[src/rtl/pipeline_hazard_controller.sv]
// Hazard sequencer for the ID stage of a five-stage MIPS pipeline: load-use stalls,
// multi-cycle mul wait and branch flush. Optional macro HAZARD_PERF_CNT_EN adds a stall counter.
module pipeline_hazard_controller #(
    parameter int MUL_LATENCY = 4
) (
    input  logic        Clock,
    input  logic        Reset,
    input  logic [4:0]  ID_Rs,
    input  logic [4:0]  ID_Rt,
    input  logic        ID_UsesRt,
    input  logic        ID_IsMul,
    input  logic        EX_MemRead,
    input  logic [4:0]  EX_RegDest,
    input  logic        EX_BranchTaken,
    output logic        PCWrite,
    output logic        IFID_Write,
    output logic        IFID_Flush,
    output logic        IDEX_Write,
    output logic        IDEX_Bubble,
    output logic        MulBusy,
    output logic        MulDone,
`ifdef HAZARD_PERF_CNT_EN
    output logic [15:0] StallCycles,
`endif
    output logic        state_dbg
);

    localparam int CW = (MUL_LATENCY > 1) ? $clog2(MUL_LATENCY) : 1;
    localparam logic [CW-1:0] CNT_LOAD = CW'(MUL_LATENCY - 1);
    localparam logic [CW-1:0] CNT_ONE  = CW'(1);

    typedef enum logic {
        RUN      = 1'b0,
        MUL_WAIT = 1'b1
    } state_t;

    state_t        state;
    state_t        state_next;
    logic [CW-1:0] cnt;
    logic [CW-1:0] cnt_next;
    logic          load_use;

    assign state_dbg = state;

    // $zero is never a real producer, so it can never create a hazard.
    assign load_use = EX_MemRead && (EX_RegDest != 5'd0) &&
                      ((EX_RegDest == ID_Rs) || (ID_UsesRt && (EX_RegDest == ID_Rt)));

    always_ff @(posedge Clock) begin
        if (Reset) begin
            state <= RUN;
            cnt   <= '0;
        end else begin
            state <= state_next;
            cnt   <= cnt_next;
        end
    end

    always_comb begin
        state_next  = state;
        cnt_next    = cnt;
        PCWrite     = 1'b1;
        IFID_Write  = 1'b1;
        IFID_Flush  = 1'b0;
        IDEX_Write  = 1'b1;
        IDEX_Bubble = 1'b0;
        MulBusy     = 1'b0;
        MulDone     = 1'b0;

        if (Reset) begin
            PCWrite     = 1'b0;
            IFID_Write  = 1'b0;
            IDEX_Bubble = 1'b1;
        end else begin
            case (state)
                RUN: begin
                    if (EX_BranchTaken) begin
                        IFID_Flush  = 1'b1;
                        IDEX_Bubble = 1'b1;
                    end else if (load_use) begin
                        PCWrite     = 1'b0;
                        IFID_Write  = 1'b0;
                        IDEX_Bubble = 1'b1;
                    end else if (ID_IsMul && (MUL_LATENCY > 1)) begin
                        state_next = MUL_WAIT;
                        cnt_next   = CNT_LOAD;
                    end
                end
                MUL_WAIT: begin
                    // EX is occupied by the mul; hazard and branch inputs are meaningless here.
                    PCWrite    = 1'b0;
                    IFID_Write = 1'b0;
                    IDEX_Write = 1'b0;
                    MulBusy    = 1'b1;
                    cnt_next   = cnt - CNT_ONE;
                    if (cnt == CNT_ONE) begin
                        MulDone    = 1'b1;
                        state_next = RUN;
                    end
                end
                default: begin
                    state_next = RUN;
                    cnt_next   = '0;
                end
            endcase
        end
    end

`ifdef HAZARD_PERF_CNT_EN
    always_ff @(posedge Clock) begin
        if (Reset) begin
            StallCycles <= '0;
        end else if (!PCWrite && (StallCycles != 16'hFFFF)) begin
            StallCycles <= StallCycles + 16'd1;
        end
    end
`endif

endmodule

[config.mk]
export PLATFORM = sky130hd
export DESIGN_NAME = pipeline_hazard_controller
export DESIGN_NICKNAME = d
export VERILOG_FILES = /design/src/rtl/pipeline_hazard_controller.sv
export SDC_FILE = /design/constraint.sdc
export NUM_CORES = 1
export LEC_CHECK = 0
export CORE_AREA = 2 2 39 41
export DETAILED_ROUTE_END_ITERATION = 7
export DIE_AREA = 0 0 41 43
export PLACE_DENSITY_LB_ADDON = 0.08
export SYNTH_ARGS = -nofsm -noshare
export SYNTH_HDL_FRONTEND = slang
export SYNTH_SLANG_ARGS = --single-unit
[constraint.sdc]
create_clock -name Clock -period 2.2 [get_ports Clock]
set_clock_uncertainty 0.2 [all_clocks]
set_input_delay 0.33 -clock Clock [delete_from_list [all_inputs] [get_ports Clock]]
set_output_delay 0.33 -clock Clock [all_outputs]
set_load 0.02 [all_outputs]
==> run_1/clock_wires.png <==
The bar under the picture is 10 um long.
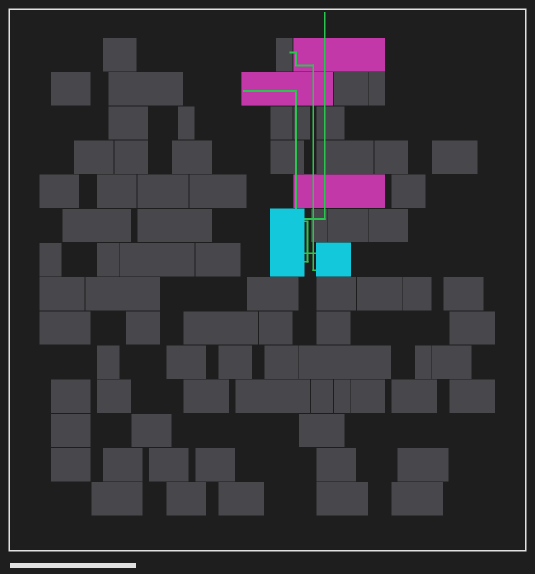
[clock-net drivers] cyan | count: 3
[flip-flops] magenta | count: 3
[clock wires] green | length: 65.9 um
routed clock nets: 4

==> run_1/m2.png <==
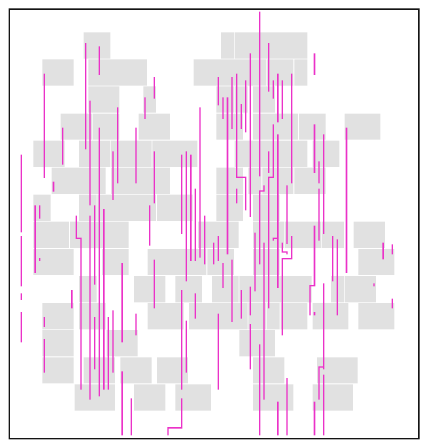
longest straight run: 26.9 um
wire length on this layer: 636 um

==> run_1/m3.png <==
The bar under the picture is 10 um long.
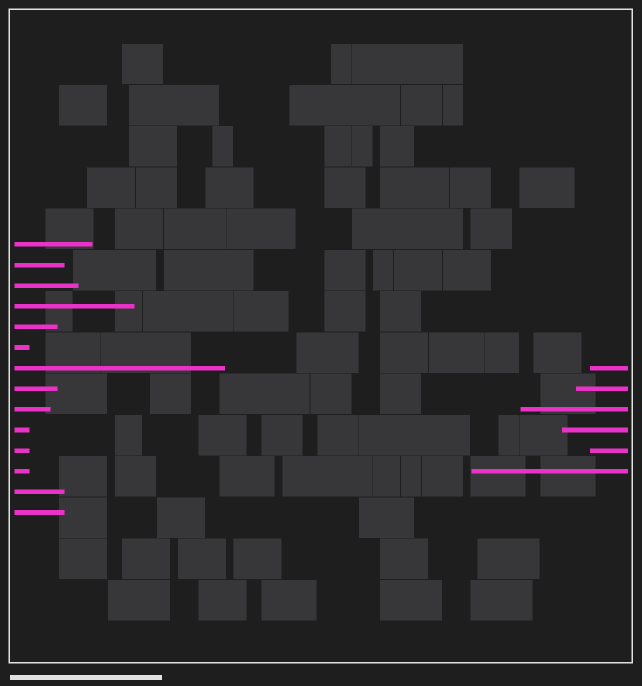
main direction: horizontal
wire length on this layer: 77.1 um
share of all routed wire: 7.4%
nets with wire on the layer: 20
longest straight run: 13.6 um

==> flow_summary_export.csv, run 1 <==
group,metric,value,unit
sta,tightest_slew,0.260,ns
clock_network,clock_insertion_delay_worst_skew,0.22,ns
synth,yosys_cell_count,39,
power_and_ir_drop,power,0.000305,W
die,floorplan.die_area,1760,um2
power_and_ir_drop,power_density,389,nW/um2
run,stage_log_warnings,27,
die,core_area,1380,um2
place,buffer_ports.inserted,28,
die,num_rows,14,
sta,fin_crit_sh,0.974,
sta,max_slew_margin,0.825,
die,chipWidth,41,um
critical_path,critPathLaunchType,"primary input",
critical_path,startpoint,"Reset",
min_path,hp-start,"cnt[1]",
layout,layout.cells.most_common_list,"dlygate4sd2_1, buf_4, clkdlybuf4s50_1",
synth,post_synth_and_or_nand_nor_area_fraction,0.185,
power_and_ir_drop,power_leakage,0.365,nW
critical_path,timing.reg2reg.worst_path_depth,3,
clock_network,tritoncts,"built",
die,boundaryPins,29,
synth,enable_flop_cells,0,
global_route,grt_use_met3,0.0105,
run,drv_cap,0,
routing,detail_route.wirelength,1.04,mm
place,detailed_place.area,692,um2
sta,fmax,467,MHz
sta,fin_max_slew_vios,0,
place,finalWeightedCongestion,0.587,
routing,ant_nets,0,
critical_path,r2r_slack,0.67,ns
clock_network,cts_sinks,3,
global_route,groute.usage.overall,0.137,
synth,syn-num-nets,61,
clock_network,cts-htree-levels,1,
sta,timing.final.crit_period,2.14,ns
routing,avgViaCountPerCell,4.45,
die,fp_util,0.234,
power_and_ir_drop,max-vdd-ir-drop,0.171,mV
routing,wire_per_inst,10.7,um
synth,post_synth_fa_ha_maj_area_fraction,0.0386,
sta,rsz0062_at_grt,"no",
global_route,globalRouteMet1Util,0.122,
layout,insertedDiodeCount,0,
layout,final_cell_area,785,um2
synth,yosys-mux-area-fraction,0,
global_route,globalRouteOverflowTotal,0,
routing,num_vias,432,
synth,syn-mean-instance-area,8.31,um2
synth,dominantRegCellSynth,"dfxtp_1",
global_route,globalRouteMet2Util,0.281,
sta,setup_viol,0,
critical_path,crit_end,"IDEX_Write",
critical_path,worst-path-max-fanout,3,
clock_network,tritoncts_buffer_count,3,
critical_path,timing.critical_path.required,1.67,ns
sta,hold_viol,0,
critical_path,worstSetupPathType,"in2out",
place,place_hpwl,807,um
layout,fin_nets,104,
synth,post_synthesis_xor_xnor_area_fraction,0.270,
critical_path,worstPathArrival,1.61,ns
critical_path,rr_startpoint,"state_dbg",
global_route,grt_pass1_vias,461,
synth,seq_area_frac_synth,0.185,
routing,detailedRoute.firstIterationViolations,0,
die,die_y,43,um
routing,iteration_count_of_the_initial_detailed_routing_pass,1,
status,outcome,"finished clean",
synth,synth.cell_area,324,um2
==> run 1: state kept, by name (all words and copies together), names as in the netlist <==
| register | count |
|---|---|
| state_dbg | 1 |
| cnt | 2 |
==> run 1: repair_timing <==
action                     4_1_cts  5_1_grt
pin swaps                       14        7
buffers inserted                 1        1
setup endpoints to repair        6        3
gates resized                   58        8
==> run 1: how the worst min path moves through the flow <==
| stage | end | slack [ns] | cells after the start |
|---|---|---|---|
| 2_1_floorplan | state_dbg | 0.23 | 1 |
| 3_3_place_gp | cnt[1] | 0.26 | 2 |
| 3_5_place_dp | cnt[1] | 0.27 | 2 |
| 4_1_cts | cnt[1] | 0.27 | 2 |
| 5_1_grt | cnt[1] | 0.30 | 2 |
| 6_report | cnt[1] | 0.27 | 2 |
==> run 1: synth_stat cells (2+ instances only) <==
cell	instances	area, um2
inv_1	4	15.0
xor2_1	9	78.8
nor3_1	2	10.0
dfxtp_1	3	60.1
nor2_1	3	11.3
==> run 1: stage by stage <==
stage                     cells  setup slack (ns)  hold slack (ns)  utilization
after floorplan              39            0.0409            0.234            -
after global placement       91            -0.792            0.265        0.500
after detailed placement     91            -0.817            0.267        0.500
after CTS                    96          -0.00972            0.273        0.548
after global routing         97          0.000746            0.304        0.567
final                        97            0.0572            0.269        0.567
==> run 1: where the power goes <==
group	switching (W)	internal, W	total, W
logic	0.0000656	0.0000805	0.000146
registers	0.00000277	0.0000607	0.0000635
clock network	0.0000276	0.0000679	0.0000955
total	0.0000960	0.000209	0.000305
==> run 1: worst max-delay path, cell delays in order <==
cell	delay [ns]
clkdlybuf4s50_1	0.42
or2b_2	0.32
clkdlybuf4s50_1	0.54
==> run 1: area by class of cell <==
| type | instances | area [um2] |
|---|---|---|
| multi-input cells | 31 | 317 |
| fillers | 132 | 599 |
| inverters | 4 | 15.0 |
| flip-flops and latches | 3 | 60.1 |
| clock buffers | 4 | 26.3 |
| repair buffers | 39 | 347 |
| well taps | 16 | 20.0 |
==> run 1: logic make-up (layout without fill, tap and decap cells) <==
logic type / after synthesis / after routing
fa+ha+maj: 1 / 1
simple gates: 10 / 10
compound gates: 10 / 10
buf+inv: 5 / 47
flops: 3 / 3
xor+xnor: 10 / 10
==> run 1: per-layer routing <==
metal | up-vias | share of wire
met4 | 0 | 0
met2 | 20 | 0.61
met3 | 0 | 0.074
met1 | 193 | 0.31
met5 | - | 0
li1 | 219 | -
==> run 2, diff against run 1 <==
--- a/config.mk
+++ b/config.mk
@@ -8,7 +8,7 @@
 export CORE_AREA = 2 2 39 41
 export DETAILED_ROUTE_END_ITERATION = 7
 export DIE_AREA = 0 0 41 43
-export PLACE_DENSITY_LB_ADDON = 0.08
+export PLACE_DENSITY = 0.65
 export SYNTH_ARGS = -nofsm -noshare
 export SYNTH_HDL_FRONTEND = slang
 export SYNTH_SLANG_ARGS = --single-unit
==> run_2/m3.png <==
The bar under the picture is 10 um long.
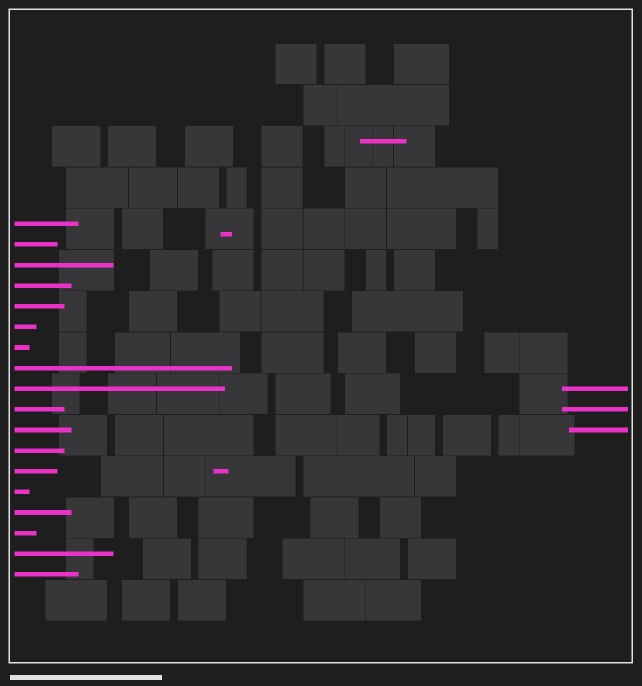
wire length on this layer: 91.2 um
share of all routed wire: 8.9%
longest straight run: 14.0 um
nets with wire on the layer: 23
main direction: horizontal

==> run_2/layers.png <==
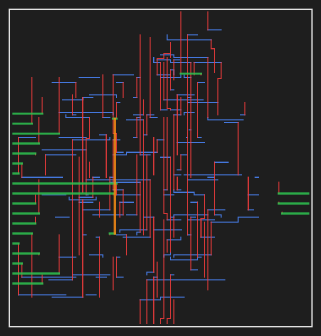
| layer | colour | wire length |
|---|---|---|
| M1 | blue | 325 um |
| M3 | green | 91.2 um |
| M4 | orange | 15.6 um |
| M2 | red | 597 um |

==> run 2 against run 1 <==
Compared with the run above:
- combinational power about the same
- global-route usage up 0.87 points
- die size unchanged
- final cell count up 5.2%
- critical path type unchanged
- critical endpoint is now IDEX_Bubble
- highest routed layer is now met4
==> flow_summary_export.csv, run 2 <==
group,metric,value,unit
status,outcome,"finished clean",
critical_path,timing.critical_path.required,1.67,ns
routing,wl_met3,91,um
layout,final_cell_area,786,um2
critical_path,worst_path_largest_cell_delay,0.53,ns
power_and_ir_drop,max-vdd-ir-drop,0.144,mV
layout,insertedDiodeCount,0,
power_and_ir_drop,switching_share,0.307,
die,fp_util,0.234,
critical_path,crit_path_top_delay_cell,"or4_4",
critical_path,critPathLaunchType,"primary input",
power_and_ir_drop,power_leakage,0.379,nW
routing,detailedRoute.firstIterationViolations,0,
sta,rsz0062_at_grt,"yes",
run,drv_cap,0,
routing,met2_length,597,um
routing,num_vias,463,
die,die_y,43,um
sta,setup_viol,0,
die,num_rows,14,
critical_path,worstSetupPathType,"in2out",
place,place_hpwl,809,um
power_and_ir_drop,clkPwrFrac,0.310,
power_and_ir_drop,power,0.000306,W
place,detailed_place.area,684,um2
synth,dominantRegCellSynth,"dfxtp_1",
sta,fin_max_slew_vios,0,
place,place_ws,-0.795,ns
global_route,globalRouteOverflowTotal,0,
power_and_ir_drop,cell_internal_pwr,0.000212,W
layout,regArea,60.1,um2
layout,fillers,142,
routing,wire_per_inst,10.1,um
layout,layout.cells.most_common_list,"buf_4, dlygate4sd2_1, xor2_1",
run,stage_log_warnings,27,
sta,fin_worst_hold_slack,0.285,ns
synth,netlist.top_cell.by_instances,"xor2_1",
global_route,groute.usage.overall,0.145,
clock_network,tritoncts_buffer_count,3,
routing,highest_routed_metal_layer,"met4",
synth,ys_top_cells_by_area,"xor2_1, dfxtp_1, inv_1",
synth,syn-num-nets,61,
die,boundaryPins,29,
sta,final_critical_path_setup_slack,0.0155,ns
critical_path,worst-path-max-fanout,3,
synth,synth.top_cell.area_share,0.243,
routing,iteration_count_of_the_initial_detailed_routing_pass,1,
sta,tightest_slew,0.285,ns
synth,syn-mean-instance-area,8.31,um2
clock_network,cts_sinks,3,
sta,fin_crit_sh,0.993,
place,buffer_ports.inserted,28,
power_and_ir_drop,netSwitchingPower,0.0000939,W
synth,enable_flop_cells,0,
synth,yosys_cell_count,39,
sta,fmax,458,MHz
routing,detail_route.wirelength,1.03,mm
synth,synth.cell_area,324,um2
power_and_ir_drop,comb_power_share,0.482,
routing,ant_nets,0,
synth,postSynthRegisterBits,3,
critical_path,critPathMostFrequentCell,"buf_6",
critical_path,timing.critical_path.to_type,"output port",
layout,fin_nets,109,
synth,seq_area_frac_synth,0.185,
sta,timing.final.crit_period,2.18,ns
power_and_ir_drop,power_density,389,nW/um2
synth,synthDominantAreaCellType,"xor2_1",
clock_network,clock_insertion_delay_worst_skew,0.23,ns
sta,max_slew_margin,0.810,
routing,wirelength_met1,324,um
die,chipWidth,41,um
place,finalWeightedCongestion,0.712,
routing,avgViaCountPerCell,4.54,
die,core_area,1380,um2
critical_path,timing.critical_path.cells,"buf_6, or4_4, o21ai_4, nor2_4, o31a_1, buf_6",
sta,hold_viol,0,
clock_network,cts.path.max_buffers,2,
synth,synthTopCellsByCount,"xor2_1, inv_1, dfxtp_1, nor2_1, nor3_1",
layout,comb_area,287,um2
die,floorplan.die_area,1760,um2
==> run_2/clock_wires.png <==
The bar under the picture is 10 um long.
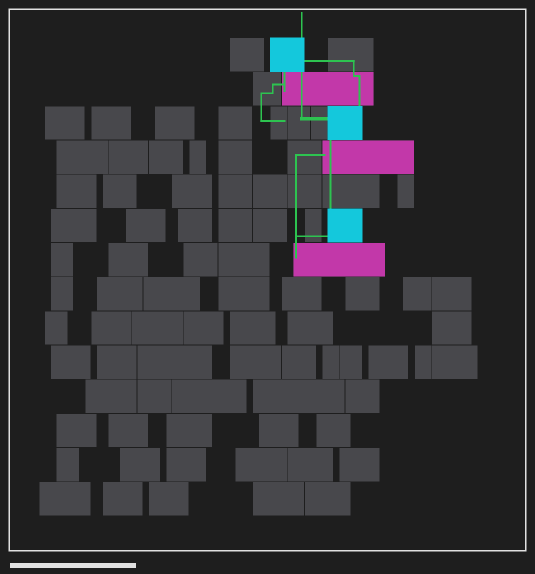
[clock-net drivers] cyan | count: 3
[clock wires] green | length: 54.5 um
[flip-flops] magenta | count: 3
routed clock nets: 4

==> run 2: cell types whose count changed in the layout (fill, tap and decap cells not counted), sizes merged <==
| cell | previous run | this run |
|---|---|---|
| clkdlybuf4s50 | 7 | 6 |
| dlygate4sd2 | 12 | 11 |
| buf | 17 | 23 |
| clkbuf | 6 | 7 |
==> run 2: worst max-delay path: cells and delay by family <==
kind	cells	cell delay (ns)
buffers and inverters	2	0.23
AND-OR/OR-AND	2	0.49
AND/OR/NAND/NOR	2	0.60
==> run 2: logic make-up after synthesis <==
group | share of synthesized area
adders and majority gates | 0.0386
AOI/OAI and AO/OA | 0.251
and+or+nand+nor | 0.185
DFF | 0.185
xor gates and xnor gates | 0.270
buffers and inverters | 0.0695
==> run 2: layout make-up <==
class	count	area share
Tap cell	16	0.0255
Timing Repair Buffer	44	0.481
Clock buffer	4	0.0334
Multi-Input combinational cell	31	0.365
Inverter	4	0.0191
Sequential cell	3	0.0764
==> run 2: timing repair <==
action	4_1_cts	5_1_grt
resized	56	13
pin swaps	15	13
endpoints found under the setup margin	6	5
hold buffers	0	0
setup buffers	8	1
==> run 2: final timing paths <==
kind                       to  slack, ns  cells past startpoint     startpoint
setup reg to reg    state_dbg       0.69                      3      state_dbg
hold / removal         cnt[1]       0.28                      2         cnt[1]
setup / recovery  IDEX_Bubble       0.02                      6  EX_RegDest[1]
hold reg to reg        cnt[1]       0.28                      2         cnt[1]
==> run 2: per-stage QoR <==
stage          setup TNS, ns  std cells
3_3_place_gp           -2.62         90
2_1_floorplan              0         39
4_1_cts                    0        102
6_report                   0        102
5_1_grt              -0.0599        102
3_5_place_dp           -2.67         90
==> run 2: power by group through the flow <==
stage                     clock [W]  sequential, W  combinational (W)
after global placement            0      0.0000644           0.000134
after CTS                 0.0000971      0.0000637           0.000145
after global routing       0.000101      0.0000642           0.000161
final                     0.0000948      0.0000636           0.000147
after floorplan                   0      0.0000685          0.0000523
after detailed placement          0      0.0000644           0.000136
==> run 2: metal layers <==
metal,vias up,global-route usage
met1,203,0.137
met4,0,0.100
met2,25,0.256
li1,233,-
met5,-,0
met3,2,0.0262
Power figures rest on the tool's default switching activity, not on a simulated workload.
